==> src/rtl/ft600_sched_pkg.sv <==
// Shared types for the FT600 245-sync bus scheduler.
package ft600_sched_pkg;

  typedef enum logic [2:0] {
    IDLE,
    RX_OE,
    RX_BURST,
    TX_PRE,
    TX_BURST,
    TX_DRAIN,
    TURN
  } sched_state_t;

  typedef enum logic {
    DIR_RX,
    DIR_TX
  } dir_t;

endpackage

==> src/rtl/ft600_bus_scheduler.sv <==
// Arbitrates the shared FT600 16-bit bus between host->FPGA and FPGA->host bursts,
// generating the FT600 strobes, the data drive enable and the loopback FIFO enables.
module ft600_bus_scheduler
  import ft600_sched_pkg::*;
#(
  parameter int unsigned FIFO_DEPTH  = 64,
  parameter int unsigned MAX_BURST   = 256,
  parameter int unsigned TURN_CYCLES = 1,
  parameter int unsigned CNT_W       = $clog2(FIFO_DEPTH + 1)
) (
  input  logic             ftdi_clk,
  input  logic             rst,
  input  logic             ftdi_rxf_n,
  input  logic             ftdi_txe_n,
  input  logic [CNT_W-1:0] fifo_count,
  input  logic             fifo_full,
  input  logic             fifo_empty,
  output logic             ftdi_oe_n,
  output logic             ftdi_rd_n,
  output logic             ftdi_wr_n,
  output logic             data_drive_en,
  output logic             fifo_w_en,
  output logic             fifo_r_en,
  output logic             busy,
  output logic [31:0]      rx_word_cnt,
  output logic [31:0]      tx_word_cnt
);

  localparam int unsigned BURST_W = $clog2(MAX_BURST + 1);
  localparam int unsigned TURN_W  = $clog2(TURN_CYCLES + 1);

  localparam logic [BURST_W-1:0] BURST_MAX  = BURST_W'(MAX_BURST);
  localparam logic [BURST_W-1:0] BURST_LAST = BURST_W'(MAX_BURST - 1);
  localparam logic [CNT_W-1:0]   FILL_GUARD = CNT_W'(FIFO_DEPTH - 1);
  localparam logic [TURN_W-1:0]  TURN_LAST  = TURN_W'(TURN_CYCLES - 1);

  sched_state_t       state_q, state_d;
  dir_t               last_dir_q, last_dir_d;
  logic [BURST_W-1:0] burst_q, burst_d;
  logic [TURN_W-1:0]  turn_q, turn_d;
  logic               oe_n_q, rd_n_q, wr_n_q, drive_q, busy_q;
  logic [31:0]        rx_cnt_q, tx_cnt_q;
  logic               rx_ok, tx_ok;
  logic               w_en, r_en;

  assign rx_ok = !ftdi_rxf_n && !fifo_full;
  assign tx_ok = !ftdi_txe_n && !fifo_empty;

  // Next-state, burst/turnaround counting and the combinational FIFO enables.
  always_comb begin
    state_d    = state_q;
    last_dir_d = last_dir_q;
    burst_d    = burst_q;
    turn_d     = turn_q;
    w_en       = 1'b0;
    r_en       = 1'b0;
    case (state_q)
      IDLE: begin
        if (rx_ok && (!tx_ok || last_dir_q == DIR_TX)) begin
          state_d = RX_OE;
        end else if (tx_ok) begin
          state_d = TX_PRE;
        end
      end
      RX_OE: begin
        burst_d = '0;
        state_d = RX_BURST;
      end
      RX_BURST: begin
        w_en = !ftdi_rxf_n && !fifo_full;
        if (w_en && burst_q != BURST_MAX) begin
          burst_d = burst_q + BURST_W'(1);
        end
        // Stopping at DEPTH-1 leaves room for the word sampled on this same cycle.
        if (ftdi_rxf_n || (w_en && burst_q == BURST_LAST) || fifo_count >= FILL_GUARD) begin
          state_d    = TURN;
          turn_d     = '0;
          last_dir_d = DIR_RX;
        end
      end
      TX_PRE: begin
        burst_d = '0;
        state_d = TX_BURST;
      end
      TX_BURST: begin
        r_en = !ftdi_txe_n && !fifo_empty && (burst_q < BURST_MAX);
        if (r_en) begin
          burst_d = burst_q + BURST_W'(1);
        end
        if (ftdi_txe_n || fifo_empty || burst_q == BURST_MAX) begin
          state_d = TX_DRAIN;
        end
      end
      TX_DRAIN: begin
        state_d    = TURN;
        turn_d     = '0;
        last_dir_d = DIR_TX;
      end
      TURN: begin
        if (turn_q == TURN_LAST) begin
          state_d = IDLE;
        end else begin
          turn_d = turn_q + TURN_W'(1);
        end
      end
      default: state_d = IDLE;
    endcase
  end

  // Strobes are registered from the next state; WR_N lags the pop by the FIFO read latency.
  always_ff @(posedge ftdi_clk) begin
    if (rst) begin
      state_q    <= IDLE;
      last_dir_q <= DIR_TX;
      burst_q    <= '0;
      turn_q     <= '0;
      oe_n_q     <= 1'b1;
      rd_n_q     <= 1'b1;
      wr_n_q     <= 1'b1;
      drive_q    <= 1'b0;
      busy_q     <= 1'b0;
      rx_cnt_q   <= '0;
      tx_cnt_q   <= '0;
    end else begin
      state_q    <= state_d;
      last_dir_q <= last_dir_d;
      burst_q    <= burst_d;
      turn_q     <= turn_d;
      oe_n_q     <= !(state_d == RX_OE || state_d == RX_BURST);
      rd_n_q     <= (state_d != RX_BURST);
      wr_n_q     <= !r_en;
      drive_q    <= (state_d == TX_PRE || state_d == TX_BURST || state_d == TX_DRAIN);
      busy_q     <= (state_d != IDLE);
      rx_cnt_q   <= rx_cnt_q + 32'(w_en);
      tx_cnt_q   <= tx_cnt_q + 32'(r_en);
    end
  end

  assign ftdi_oe_n     = oe_n_q;
  assign ftdi_rd_n     = rd_n_q;
  assign ftdi_wr_n     = wr_n_q;
  assign data_drive_en = drive_q;
  assign fifo_w_en     = w_en;
  assign fifo_r_en     = r_en;
  assign busy          = busy_q;
  assign rx_word_cnt   = rx_cnt_q;
  assign tx_word_cnt   = tx_cnt_q;

endmodule

==> config.mk <==
export PLATFORM = sky130hd
export DESIGN_NAME = ft600_bus_scheduler
export DESIGN_NICKNAME = d
export VERILOG_FILES = /design/src/rtl/ft600_sched_pkg.sv /design/src/rtl/ft600_bus_scheduler.sv
export SDC_FILE = /design/constraint.sdc
export NUM_CORES = 1
export LEC_CHECK = 0
export ABC_AREA = 1
export CORE_MARGIN = 2
export CORE_UTILIZATION = 42
export DETAILED_ROUTE_END_ITERATION = 10
export GPL_ROUTABILITY_DRIVEN = 0
export MAX_ROUTING_LAYER = met4
export PLACE_DENSITY_LB_ADDON = 0.12
export SYNTH_ARGS = -nofsm -noshare
export SYNTH_HDL_FRONTEND = slang
export SYNTH_SLANG_ARGS = --single-unit
==> constraint.sdc <==
create_clock -name ftdi_clk -period 2.3 [get_ports ftdi_clk]
set_input_delay 0.23 -clock ftdi_clk [delete_from_list [all_inputs] [get_ports ftdi_clk]]
set_output_delay 0.23 -clock ftdi_clk [all_outputs]
set_load 0.05 [all_outputs]
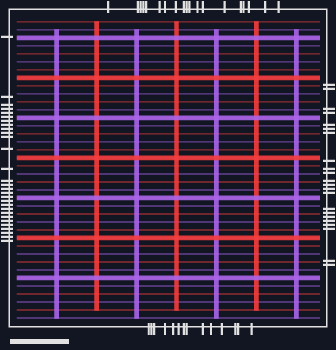
(supply network)
Bar = 20 µm. Pins as bars on the die edge.
| colour | net |
|---|---|
| purple | VSS |
| red | VDD |
rows: 37
met4 straps: 7
met5 straps: 7
signal pins: 84
met1 rails: 38

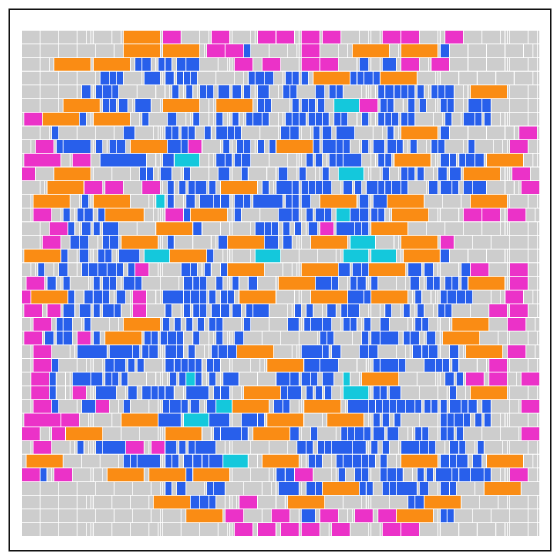
(placement by cell class)
Fill, decap, tap and diode cells in grey.
| colour | class | cells | share of their area |
|---|---|---|---|
| cyan | clock drivers and dummy loads | 16 | 3.2% |
| blue | all other logic | 594 | 51% |
| magenta | other buffers and delay cells | 96 | 17% |
| orange | flip-flops | 82 | 29% |

==> results_slide.txt <==
Synthesis and Place & Route Summary

Final timing
  – # setup viols final: 0
  – RSZ-0062 raised after global routing: yes
  – Slew @ Worst Pin: 0.640 ns
  – Tcrit/Tclk final: about 93%

Worst hold path
  – Count of cells along the worst hold path: 3
  – Hold Crit Start: rst

Power
  – Final Power: 3.07 mW
  – Comb pwr: 553 µW
  – Switch share: 31.1%
  – Cell-internal power: 2.12 mW
  – Power share of the clock group: approximately a third
  – Flop+latch power: 1.51 mW

Synth
  – Floorplan Nets: ~700
  – Synth cell count leaders: 182 x nand2_1, 98 x nor2_1, 82 x dfxtp_1, 82 x inv_1, 53 x a21oi_1
  – Post-synth seq share: between 30% and 40%
  – Number of synthesis warnings: 0
  – Aoi share: 9.75%
  – Synth area leaders: dfxtp_1 37%, nand2_1 15%, nor2_1 8.2%
  – Async set or reset register ratio after synthesis: 0%
  – EDFF count, synth: 0
  – Most instantiated library cell after synthesis: nand2_1

Critical path
  – Worst path depth: 12
  – R2R Path Start: state_q[2]
  – Reg2reg path depth: 12
  – CP startpoint kind: flop
  – Crit path DAT: 2.39 ns
  – WP buf/inv: 1
  – Crit path DRT: 2.54 ns

Clocking
  – CTS clk-pin slew, worst paths: 0.09 ns
  – CTS tree: done
  – Count of clock tree sinks: 82

GRT
  – GRT Total Usage: 22.3%
  – Met2 Use GR: about 33%
  – GRT met1 Usage: 30.2%
  – Top Usage Layer GRT: met2
  – Initial antenna violation count: 0

Layout
  – NumNets Final: approximately 800
  – Fin area: 5780 µm²
  – Storage element area: 1640 µm²
  – Fraction of layout cells with a size suffix above 1: between 10% and 20%

Run status
  – Outcome: finished, final reports clean

Die
  – # rows: 37
  – Die span in y: 107 µm
  – Core ar.: 10400 µm²
  – IO Count: 84

Detailed routing
  – Antenna viol nets, final: 0

Placement
  – DP Cell Count: 905
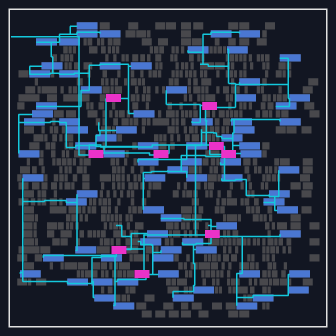
(clock distribution)
[blue] flip-flops | count: 82
[magenta] cells driving clock nets | count: 9
[cyan] clock wires | length: 1190 µm
flops lie: spread over the die
routed clock nets: 10

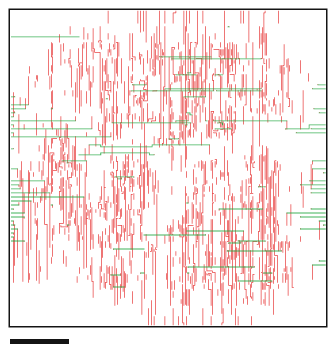
(metal layers overlaid)
Bar = 20 µm. Two of the layers only.
| colour | layer | wire length |
|---|---|---|
| red | met2 | 5310 µm |
| green | met3 | 774 µm |

## routing by layer
layer | wire length [µm] | vias up
li1 | - | 2391
met2 | 5310 | 133
met1 | 5920 | 2124
met5 | 0 | -
met4 | 242 | 0
met3 | 773 | 24
## final cells by class
| type | count | area share (%) |
|---|---|---|
| Clock buffer | 12 | 2.68 |
| Clock inverter | 4 | 0.454 |
| Inverter | 87 | 5.71 |
| Multi-Input combinational cell | 507 | 43.5 |
| Sequential cell | 82 | 28.4 |
| Tap cell | 136 | 2.94 |
| Timing Repair Buffer | 96 | 16.3 |
## flip-flops by register name, indices dropped and copies added, names as in the netlist
signal / flops
ftdi_rd_n: 1
last_dir_q: 1
rx_word_cnt: 32
data_drive_en: 1
busy: 1
tx_word_cnt: 32
ftdi_oe_n: 1
burst_q: 9
state_q: 3
ftdi_wr_n: 1
Power figures rest on the tool's default switching activity, not on a simulated workload.
